run_1/flops_by_reg.png
Other sequential cells in the stronger gray, the rest of the logic in the fainter gray.
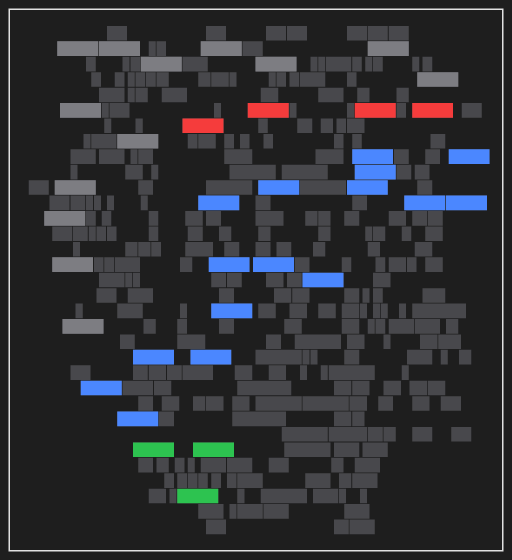
run_1/layer_met1.png
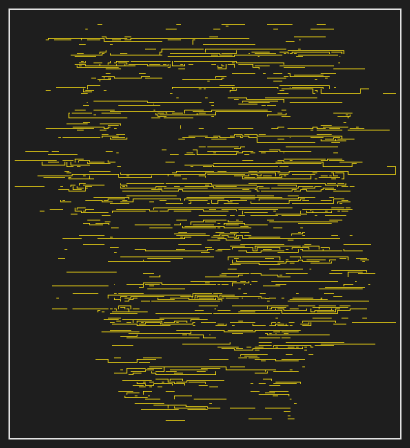
run_1/io_fan.png
Bar = 20 um.
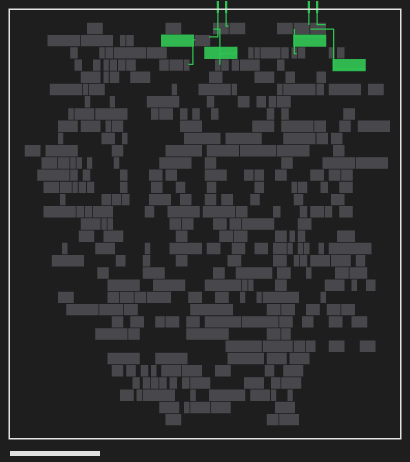
[config.mk]
export PLATFORM = sky130hd
export DESIGN_NAME = nibble_sort4_flat
export DESIGN_NICKNAME = d
export VERILOG_FILES = /design/src/rtl/nibble_sort4_if.sv /design/src/rtl/nibble_sort4.sv /design/src/flat_wrapper.sv
export SDC_FILE = /design/constraint.sdc
export NUM_CORES = 1
export LEC_CHECK = 0
export CAP_MARGIN = 20
export CORE_ASPECT_RATIO = 1.1
export CORE_MARGIN = 1
export CORE_UTILIZATION = 35
export CTS_CLUSTER_DIAMETER = 150
export DETAILED_ROUTE_END_ITERATION = 8
export HOLD_SLACK_MARGIN = 0.12
export PLACE_DENSITY = 0.49
export REMOVE_ABC_BUFFERS = 1
export SLEW_MARGIN = 20
export SYNTH_ARGS = -nofsm -noshare
export SYNTH_HDL_FRONTEND = slang
export SYNTH_SLANG_ARGS = --single-unit
[constraint.sdc]
create_clock -name clk -period 4 [get_ports clk]
set_input_delay 0.6 -clock clk [delete_from_list [all_inputs] [get_ports clk]]
set_output_delay 0.6 -clock clk [all_outputs]
set_load 0.02 [all_outputs]
[src/rtl/nibble_sort4_if.sv]
// Bundle of the serial element input and the one-hot result-register write bus
// for nibble_sort4; master is the producer/observer side, slave is the sorter.
interface nibble_sort4_if #(
  parameter int W = 4
);
  logic         in_valid;
  logic [W-1:0] in_data;
  logic         in_ready;
  logic [3:0]   out_en;
  logic [W-1:0] out_data;
  logic         busy;
  logic         done;

  modport master (
    output in_valid, in_data,
    input  in_ready, out_en, out_data, busy, done
  );

  modport slave (
    input  in_valid, in_data,
    output in_ready, out_en, out_data, busy, done
  );
endinterface

[src/rtl/nibble_sort4.sv]
// Collects four W-bit elements, sorts them with a fixed six-step compare-swap
// network, then writes them one per cycle into the downstream register bank.
module nibble_sort4 #(
  parameter int W      = 4,
  parameter bit ASCEND = 1'b1
) (
  input  logic           clk,
  input  logic           rst,
  nibble_sort4_if.slave  bus
);

  typedef enum logic [1:0] {LOAD, SORT, EMIT, DONE} state_t;

  state_t       state;
  logic [1:0]   count;
  logic [1:0]   idx;
  logic [2:0]   step;
  logic [1:0]   lo;
  logic         swap;
  logic [W-1:0] elems [4];
  logic [W-1:0] swp   [4];

  // Compare-swap for the current step; equal values stay put so the sort is stable.
  always_comb begin
    case (step)
      3'd1, 3'd4: lo = 2'd1;
      3'd2:       lo = 2'd2;
      default:    lo = 2'd0;
    endcase
    swp  = elems;
    swap = ASCEND ? (elems[lo] > elems[lo + 2'd1])
                  : (elems[lo] < elems[lo + 2'd1]);
    if (swap) begin
      swp[lo]        = elems[lo + 2'd1];
      swp[lo + 2'd1] = elems[lo];
    end
  end

  always_ff @(posedge clk) begin
    if (rst) begin
      state        <= LOAD;
      count        <= 2'd0;
      idx          <= 2'd0;
      step         <= 3'd0;
      for (int i = 0; i < 4; i++) elems[i] <= '0;
      bus.in_ready <= 1'b1;
      bus.out_en   <= 4'b0000;
      bus.out_data <= '0;
      bus.busy     <= 1'b0;
      bus.done     <= 1'b0;
    end else begin
      case (state)
        LOAD: begin
          bus.done <= 1'b0;
          if (bus.in_valid && bus.in_ready) begin
            elems[count] <= bus.in_data;
            if (count == 2'd3) begin
              state        <= SORT;
              count        <= 2'd0;
              step         <= 3'd0;
              bus.in_ready <= 1'b0;
              bus.busy     <= 1'b1;
            end else begin
              count <= count + 2'd1;
            end
          end
        end

        // The last swap feeds slot 0 straight into the first registered write.
        SORT: begin
          elems <= swp;
          if (step == 3'd5) begin
            state        <= EMIT;
            idx          <= 2'd0;
            bus.out_en   <= 4'b0001;
            bus.out_data <= swp[0];
          end else begin
            step <= step + 3'd1;
          end
        end

        EMIT: begin
          if (idx == 2'd3) begin
            state        <= DONE;
            bus.out_en   <= 4'b0000;
            bus.out_data <= '0;
            bus.done     <= 1'b1;
          end else begin
            idx          <= idx + 2'd1;
            bus.out_en   <= 4'b0001 << (idx + 2'd1);
            bus.out_data <= elems[idx + 2'd1];
          end
        end

        DONE: begin
          state        <= LOAD;
          bus.done     <= 1'b0;
          bus.busy     <= 1'b0;
          bus.in_ready <= 1'b1;
        end

        default: state <= LOAD;
      endcase
    end
  end

endmodule

[src/flat_wrapper.sv]
// flat-port wrapper written by rule: the top's interface ports become plain ports
module nibble_sort4_flat 
#(
  parameter int W      = 4,
  parameter bit ASCEND = 1'b1
)
  (clk, rst, bus_in_valid, bus_in_data, bus_in_ready, bus_out_en, bus_out_data, bus_busy, bus_done);
  nibble_sort4_if #(.W(W)) bus_i ();
  input  logic clk;
  input  logic rst;
  input wire logic [$bits(bus_i.in_valid)-1:0] bus_in_valid;
  input wire logic [$bits(bus_i.in_data)-1:0] bus_in_data;
  output wire logic [$bits(bus_i.in_ready)-1:0] bus_in_ready;
  output wire logic [$bits(bus_i.out_en)-1:0] bus_out_en;
  output wire logic [$bits(bus_i.out_data)-1:0] bus_out_data;
  output wire logic [$bits(bus_i.busy)-1:0] bus_busy;
  output wire logic [$bits(bus_i.done)-1:0] bus_done;
  assign bus_i.in_valid = bus_in_valid;
  assign bus_i.in_data = bus_in_data;
  assign bus_in_ready = bus_i.in_ready;
  assign bus_out_en = bus_i.out_en;
  assign bus_out_data = bus_i.out_data;
  assign bus_busy = bus_i.busy;
  assign bus_done = bus_i.done;
  nibble_sort4 #(.W(W), .ASCEND(ASCEND)) u_core (.clk(clk), .rst(rst), .bus(bus_i));
endmodule
==> run notes, run 1 <==
Physical implementation status

The aggregate routed wire length stands at 7921 um. Counting only logic cells after layout, the most numerous master is sky130_fd_sc_hd__dfxtp_1. The largest net degree at the start of global routing stands at 26. For this design, the slowest cell found on the critical path is sky130_fd_sc_hd__dfxtp_1. Before placement the cells fill 36.60% of the core. The startpoint identified for the worst hold timing path is u_core.bus.out_en[1]. The count of buffer and inverter cells on the critical path stands at 3. The part of the cycle the worst path needs stands at 93.83%.

The maximum clock path buffer count stands at 2. The detailed route wirelength on metal2 stands at 3704 um. Per the detail_route log, met3 wirelength is 453 um.

The wire length on met1 stands at roughly 3600 um. The main area contributors are sky130_fd_sc_hd__dfxtp_1, sky130_fd_sc_hd__ha_1, sky130_fd_sc_hd__mux4_2. The via count of the first global-routing pass was 2325.

The final antenna diode tally reported by the flow is 0. The remaining number of nets flagged by the antenna check after routing stands at 0. The register with the most flip-flops in the layout has 16 of them. The chip footprint stands at between 0.008 and 0.009 mm2. The number of hold-repair buffers added at the cts stage stands at 0. After global routing, the most crowded layer is met2. Counting pins that exceed their max-slew limit in the final report gives 0. The count of tool warnings stands at 47. The basic-gate share of the synthesized area counting and, or, nand and nor cells stands at 13.30%. The cell area that synthesis handed to floorplanning was 0.002765 mm2. The synthesis report names the predominant flop master as sky130_fd_sc_hd__dfxtp_1. The finished cells cover 0.003127 mm2. For the worst reg-to-reg path, the startpoint reported by OpenROAD is u_core.step[0].

The post-CTS clock slew at the launch and capture registers of the worst setup and hold paths stands at 0.09 ns. The completed layout was analyzed and its total power is approximately 1.4 mW. In the log, the iteration count for the first detailed-route pass is 4.

The flow ran to the end, and the final reports show no timing, DRC or antenna violations. Setup repair after global routing left no endpoint under its margin. The final-layout fill cell count stands at around 760.

Yosys stat counts 295 cells in the synthesized netlist. The global-route wire length before repair stands at ~12000 um. Per STA, the worst path is made up of inv_1, ha_1, mux2i_4, ha_1, nor3b_4, buf_4, buf_4, mux4_2, ha_1, a41o_2, a21oi_1, a211oi_1, a211oi_1.

Measured along the y axis, the die boundary spans 95.22 um. The number of placed I/O pins stands at 18. Yosys mapped the design onto 46 distinct sky130hd cell types.

By instance count, the cell type seen most on the critical path is sky130_fd_sc_hd__ha_1. u_core.elems holds more flip-flops than any other register. The tightest slew margin relative to the limit stands at between 40% and 50%. The smallest hold slack stands at 0.4598 ns.
-- flops_by_reg.png (at the start) --
- green: `u_core.step` (flops 3)
- blue: `u_core.elems` (flops 16)
- red: `u_core.bus.out_data` (flops 4)
- not colored: 13

-- layer_met1.png (at the start) --
- longest straight run: 30.8 um
- nets with wire on the layer: 309
- share of all routed wire: 46%
- main direction: horizontal
- wire length on this layer: 3640 um

-- io_fan.png (at the start) --
- green: `bus_out_en` (bits 4; direction output; edge north; end cells 4; wire 72.9 um)

run 1: path summary, 6_finish.rpt:
| kind | end | cells after the start |
|---|---|---|
| worst min register to register | u_core.bus.out_en[1] | 2 |
| worst min-delay path | u_core.bus.out_en[1] | 2 |
| worst max-delay path | u_core.elems[2] | 13 |
| worst max register to register | u_core.elems[2] | 13 |
run 1: where the power goes:
part | switching [mW] | internal (mW)
logic | 0.375 | 0.250
clock network | 0.141 | 0.122
registers | 0.0594 | 0.403
run 1: area by class of cell:
cell class / count / area [um2] / share of cell area (%)
inverters: 20 / 75.07 / 2.401
well taps: 105 / 131.4 / 4.202
flip-flops and latches: 36 / 720.7 / 23.05
multi-input cells: 222 / 1889 / 60.42
clock inverters: 3 / 18.77 / 0.6002
clock buffers: 5 / 68.82 / 2.201
repair buffers: 24 / 222.7 / 7.123
==> run 2, diff against run 1 <==
--- a/config.mk
+++ b/config.mk
@@ -6,13 +6,13 @@
 export NUM_CORES = 1
 export LEC_CHECK = 0
 export CAP_MARGIN = 20
-export CORE_ASPECT_RATIO = 1.1
+export CORE_ASPECT_RATIO = 1.2
 export CORE_MARGIN = 1
-export CORE_UTILIZATION = 35
+export CORE_UTILIZATION = 40
 export CTS_CLUSTER_DIAMETER = 150
 export DETAILED_ROUTE_END_ITERATION = 8
 export HOLD_SLACK_MARGIN = 0.12
-export PLACE_DENSITY = 0.49
+export PLACE_DENSITY = 0.59
 export REMOVE_ABC_BUFFERS = 1
 export SLEW_MARGIN = 20
 export SYNTH_ARGS = -nofsm -noshare
run_2/flops_by_reg.png
Other sequential cells in the stronger gray, the rest of the logic in the fainter gray.
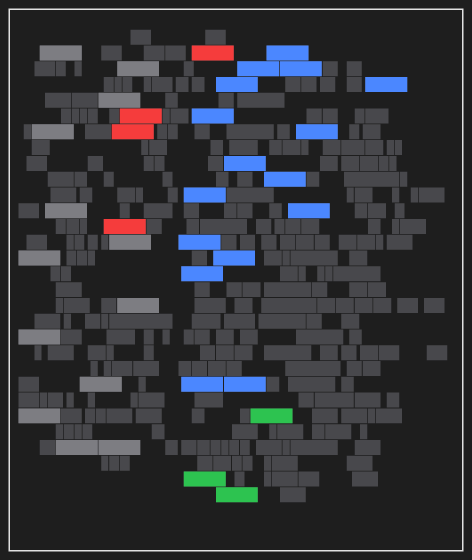
- red: `u_core.bus.out_data` (flops 4; where north-west)
- blue: `u_core.elems` (flops 16)
- green: `u_core.step` (flops 3)

run_2/layer_met1.png
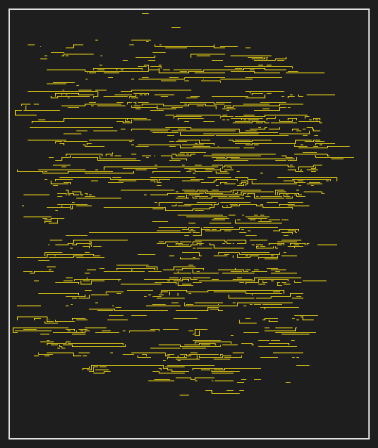
- wire length on this layer: 3020 um
- longest straight run: 24.7 um
- main direction: horizontal
- share of all routed wire: 40%
- nets with wire on the layer: 299

run_2/congestion.png
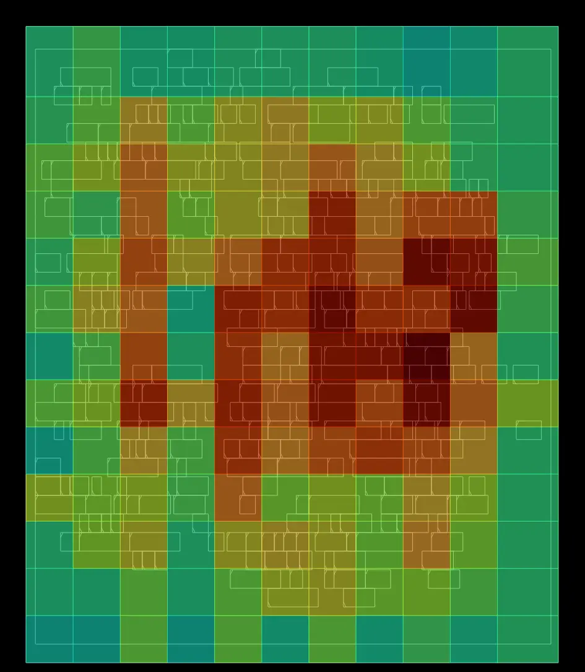
layer with the highest usage: met2
global-route track usage on met1: 26.06%
met2 Track Usage GR: 35.47%
post-layout util: 47.77%

==> run 2 against run 1 <==
Effect of this change:
- flip-flop count unchanged
- via count up 2.5%
- critical path depth unchanged
- non-clock buffer count up 1
- wire length down 5.5%
- first-iteration DRC count up 48%
- area after synthesis unchanged
- count of clock-buffer cells in the layout unchanged
- worst setup slack better by 0.084 ns
- clock skew up 0.0016 ns
==> run notes, run 2 <==
Physical implementation status

The number of hold-repair buffers added at the cts stage stands at 0 (unchanged). The register ranked first by flip-flop count is u_core.elems (unchanged). The clock share of power stands at 23.2% (was 19.5%). The largest net degree at the start of global routing is 27 (was 26). The basic-gate share of the synthesized area counting and, or, nand and nor cells stands at 13.30% (unchanged).

The chip footprint was 0.007251 mm2 (was 0.008260 mm2). The number of antenna cells inserted stands at 0 (unchanged). The die height is 93.08 um (was 95.22 um). The tightest slew margin relative to the limit stands at 55.25% (was 44.47%). The aggregate routed wire length is 7486 um (was 7921 um). The endpoint of the most critical setup path is u_core.elems[3] (was u_core.elems[2]).

The slowest stage cell on the critical path is sky130_fd_sc_hd__mux4_2 (was sky130_fd_sc_hd__dfxtp_1). The number of flip-flops under the largest register name stands at 16 (unchanged). The main flop type is sky130_fd_sc_hd__dfxtp_1 (unchanged).

The number of placed I/O pins was 18 (unchanged). The summed instance area of the synthesized netlist came to 0.002765 mm2 (unchanged). The count of tool warnings stands at 47 (unchanged). The dominant logic cell type in the layout is sky130_fd_sc_hd__dfxtp_1 (unchanged). The combinational share of power stands at 44.2% (was 46.3%). The smallest hold slack is 0.4548 ns (was 0.4598 ns). Unrepaired setup endpoints after global routing: false (unchanged).

The number of cell instances on the worst register-to-register path stands at 13 (unchanged). The number of distinct library cell variants in the gate-level netlist after synthesis stands at 46 (unchanged). The total non-filler cell area in the finished layout stands at 0.003137 mm2 (was 0.003127 mm2). Outcome: finished, final reports clean (unchanged). The remaining number of nets flagged by the antenna check after routing is 0 (unchanged). The via count of the first global-routing pass was 2423 (was 2325). Sequence of cells on the critical path: inv_1, ha_1, mux2i_4, ha_1, nor3b_4, mux4_2, inv_1, ha_1, a211oi_2, o311ai_4, and2_4, o21ai_1, a211oi_1 (was inv_1, ha_1, mux2i_4, ha_1, nor3b_4, buf_4, buf_4, mux4_2, ha_1, a41o_2, a21oi_1, a211oi_1, a211oi_1). The critical hold path startpoint was u_core.bus.out_en[2] (was u_core.bus.out_en[1]). The sequential share of power is 32.5% (was 34.3%). The worst hold path stage count stands at 2 (unchanged). The end of the worst hold path is u_core.bus.out_en[2] (was u_core.bus.out_en[1]).

The maximum clock path buffer count stands at 2 (unchanged). The origin of the critical flop-to-flop path was u_core.step[0] (unchanged).
[run 2: per-layer routing]
layer  vias up  GRT usage (%)  part of all wire (%)
li1       1167              -                     -
met1      1165          26.06                    40
met2       120          35.47                    46
met3        37          4.878                   7.4
met4         0          16.05                   6.3
met5         -              0                     0
[run 2: power groups by stage]
stage	sequential [mW]	clock, mW	combinational, mW
2_1_floorplan	0.458	0	0.441
3_5_place_dp	0.466	0	0.609
3_3_place_gp	0.466	0	0.610
5_1_grt	0.464	0.344	0.678
6_report	0.460	0.328	0.625
4_1_cts	0.458	0.334	0.613
[run 2: layout make-up]
cell class	count	area (um2)
Fill cell	637	3430
Tap cell	85	106.4
Clock inverter	3	42.54
Multi-Input combinational cell	222	1893
Inverter	20	75.07
Clock buffer	5	68.82
Sequential cell	36	720.7
Timing Repair Buffer	25	230.2
==> run 3, diff against run 2 <==
--- a/config.mk
+++ b/config.mk
@@ -6,7 +6,6 @@
 export NUM_CORES = 1
 export LEC_CHECK = 0
 export CAP_MARGIN = 20
-export CORE_ASPECT_RATIO = 1.2
 export CORE_MARGIN = 1
 export CORE_UTILIZATION = 40
 export CTS_CLUSTER_DIAMETER = 150
run_3/io_fan.png
Bar = 20 um.
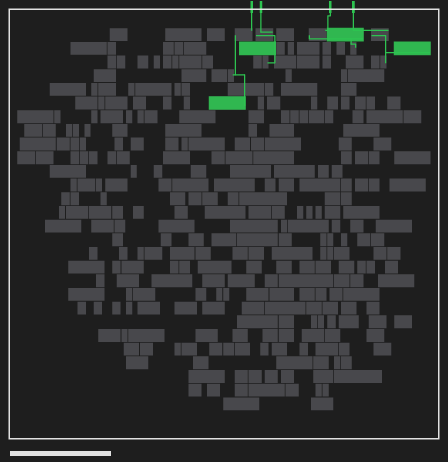
- green: `bus_out_en` (bits 4; direction output; edge north; end cells 4; wire 82.3 um)

run_3/layer_met1.png
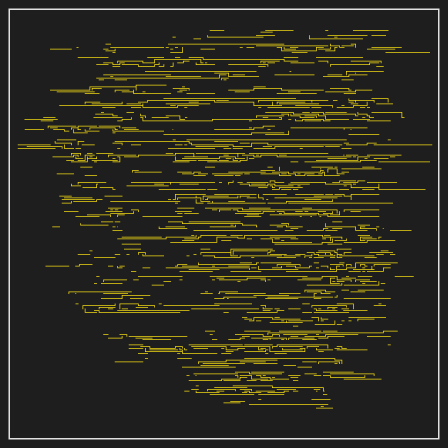
- nets with wire on the layer: 299
- longest straight run: 31.7 um
- main direction: horizontal

run_3/flops_by_reg.png
Other sequential cells in the stronger gray, the rest of the logic in the fainter gray.
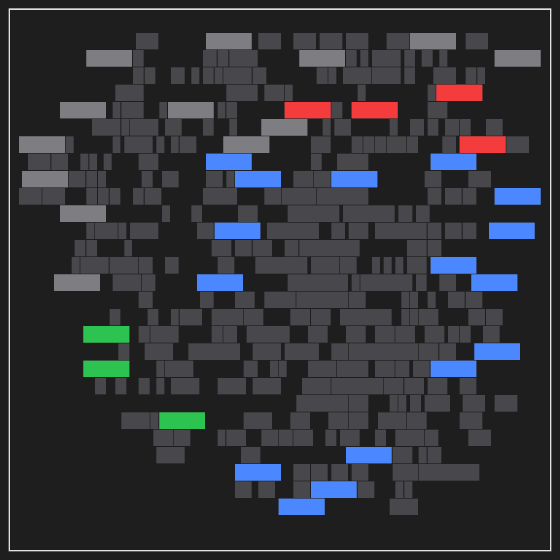
- red: `u_core.bus.out_data` (flops 4; where north-east)
- blue: `u_core.elems` (flops 16)
- green: `u_core.step` (flops 3)
- not colored: 13

==> run 3 against run 2 <==
Effect of this change:
- synthesized cell count unchanged
- fmax down 2.0%
- combinational power up 2%
- power up 0.71%
- critical path depth down 1
- hold slack better by 0.0031 ns
- die area about the same
- sequential share of layout area up 0.17 points
- final cell count down 2.3%
- utilization up 0.18 points
- via count up 0.44%
- clock skew down 0.010 ns
- largest cell class unchanged
==> run notes, run 3 <==
Physical implementation status

The number of placed I/O pins came to 18 (unchanged). The number of distinct library cell variants in the gate-level netlist after synthesis stands at 46 (unchanged). The part of the cycle the worst path needs stands at 93.60% (was 91.71%).

The detailed route wirelength on metal2 stands at 3468 um (was 3438 um). The yosys cell count stands at 295 (unchanged). The dominant logic cell type in the layout is sky130_fd_sc_hd__dfxtp_1 (unchanged).

The basic-gate share of the synthesized area counting and, or, nand and nor cells is 13.30% (unchanged). The remaining number of nets flagged by the antenna check after routing was 0 (unchanged). The clock buffer instance count of the final layout is 6 (was 5). Outcome: finished, final reports clean (unchanged).

The logic share of the area stands at 60.75% (was 60.35%). The total non-filler cell area in the finished layout was 0.003114 mm2 (was 0.003137 mm2). The count of tool warnings came to 47 (unchanged). The register fraction of the total cell area came to 23.14% (was 22.98%). Sequence of cells on the critical path: inv_1, ha_1, mux2i_4, ha_2, nor3b_4, buf_4, mux4_2, nor2b_1, o311ai_4, nand2_4, a22o_1, a211oi_1 (was inv_1, ha_1, mux2i_4, ha_1, nor3b_4, mux4_2, inv_1, ha_1, a211oi_2, o311ai_4, and2_4, o21ai_1, a211oi_1). The final-layout fill cell count is 630 (was 637). The area used by sequential logic in the layout stands at 720.7 um2 (unchanged). The core occupancy in the finished layout stands at 47.95% (was 47.77%). The number of max-slew violations in the final report stands at 0 (unchanged). The uppermost signal routing layer after detailed routing is met4 (unchanged). The largest net degree at the start of global routing stands at 26 (was 27). The total number of tap cells came to 77 (was 85). The global-route wire length before repair stands at 12650 um (was 12320 um). The count of non-CTS inverters in the layout came to 20 (unchanged). The post-CTS clock slew at the launch and capture registers of the worst setup and hold paths stands at 0.08 ns (about the same). The main flop type is sky130_fd_sc_hd__dfxtp_1 (unchanged). The slowest stage cell on the critical path was sky130_fd_sc_hd__mux4_2 (unchanged).

The met3 wirelength from detailed routing came to 535 um (was 557 um). The number of flip-flops under the largest register name was 16 (unchanged). The relative area of non-clock buffer cells in the final design is 7.151% (was 7.339%).
## run 3: path summary, 6_finish.rpt
kind,start,endpoint,slack (ns),cells past startpoint
setup / recovery,u_core.step[0],u_core.elems[7],0.26,12
hold / removal,u_core.bus.out_en[3],u_core.bus.out_en[3],0.46,2
setup reg to reg,u_core.step[0],u_core.elems[7],0.26,12
hold reg to reg,u_core.bus.out_en[3],u_core.bus.out_en[3],0.46,2
## run 3: power by group
group | total (mW) | internal (mW) | switching [mW] | leakage [nW]
Sequential | 0.457 | 0.403 | 0.0539 | 0.292
Clock | 0.328 | 0.185 | 0.143 | 0.0552
Combinational | 0.637 | 0.253 | 0.384 | 0.773
## run 3: worst min-delay path: cells and delay by family, from the launching register on
family	cells	cell delay (ns)
AND-OR/OR-AND	1	0.05
flip-flops	1	0.32
AND/OR/NAND/NOR	1	0.05
No activity file was given, so power comes from the tool's default toggle rates.
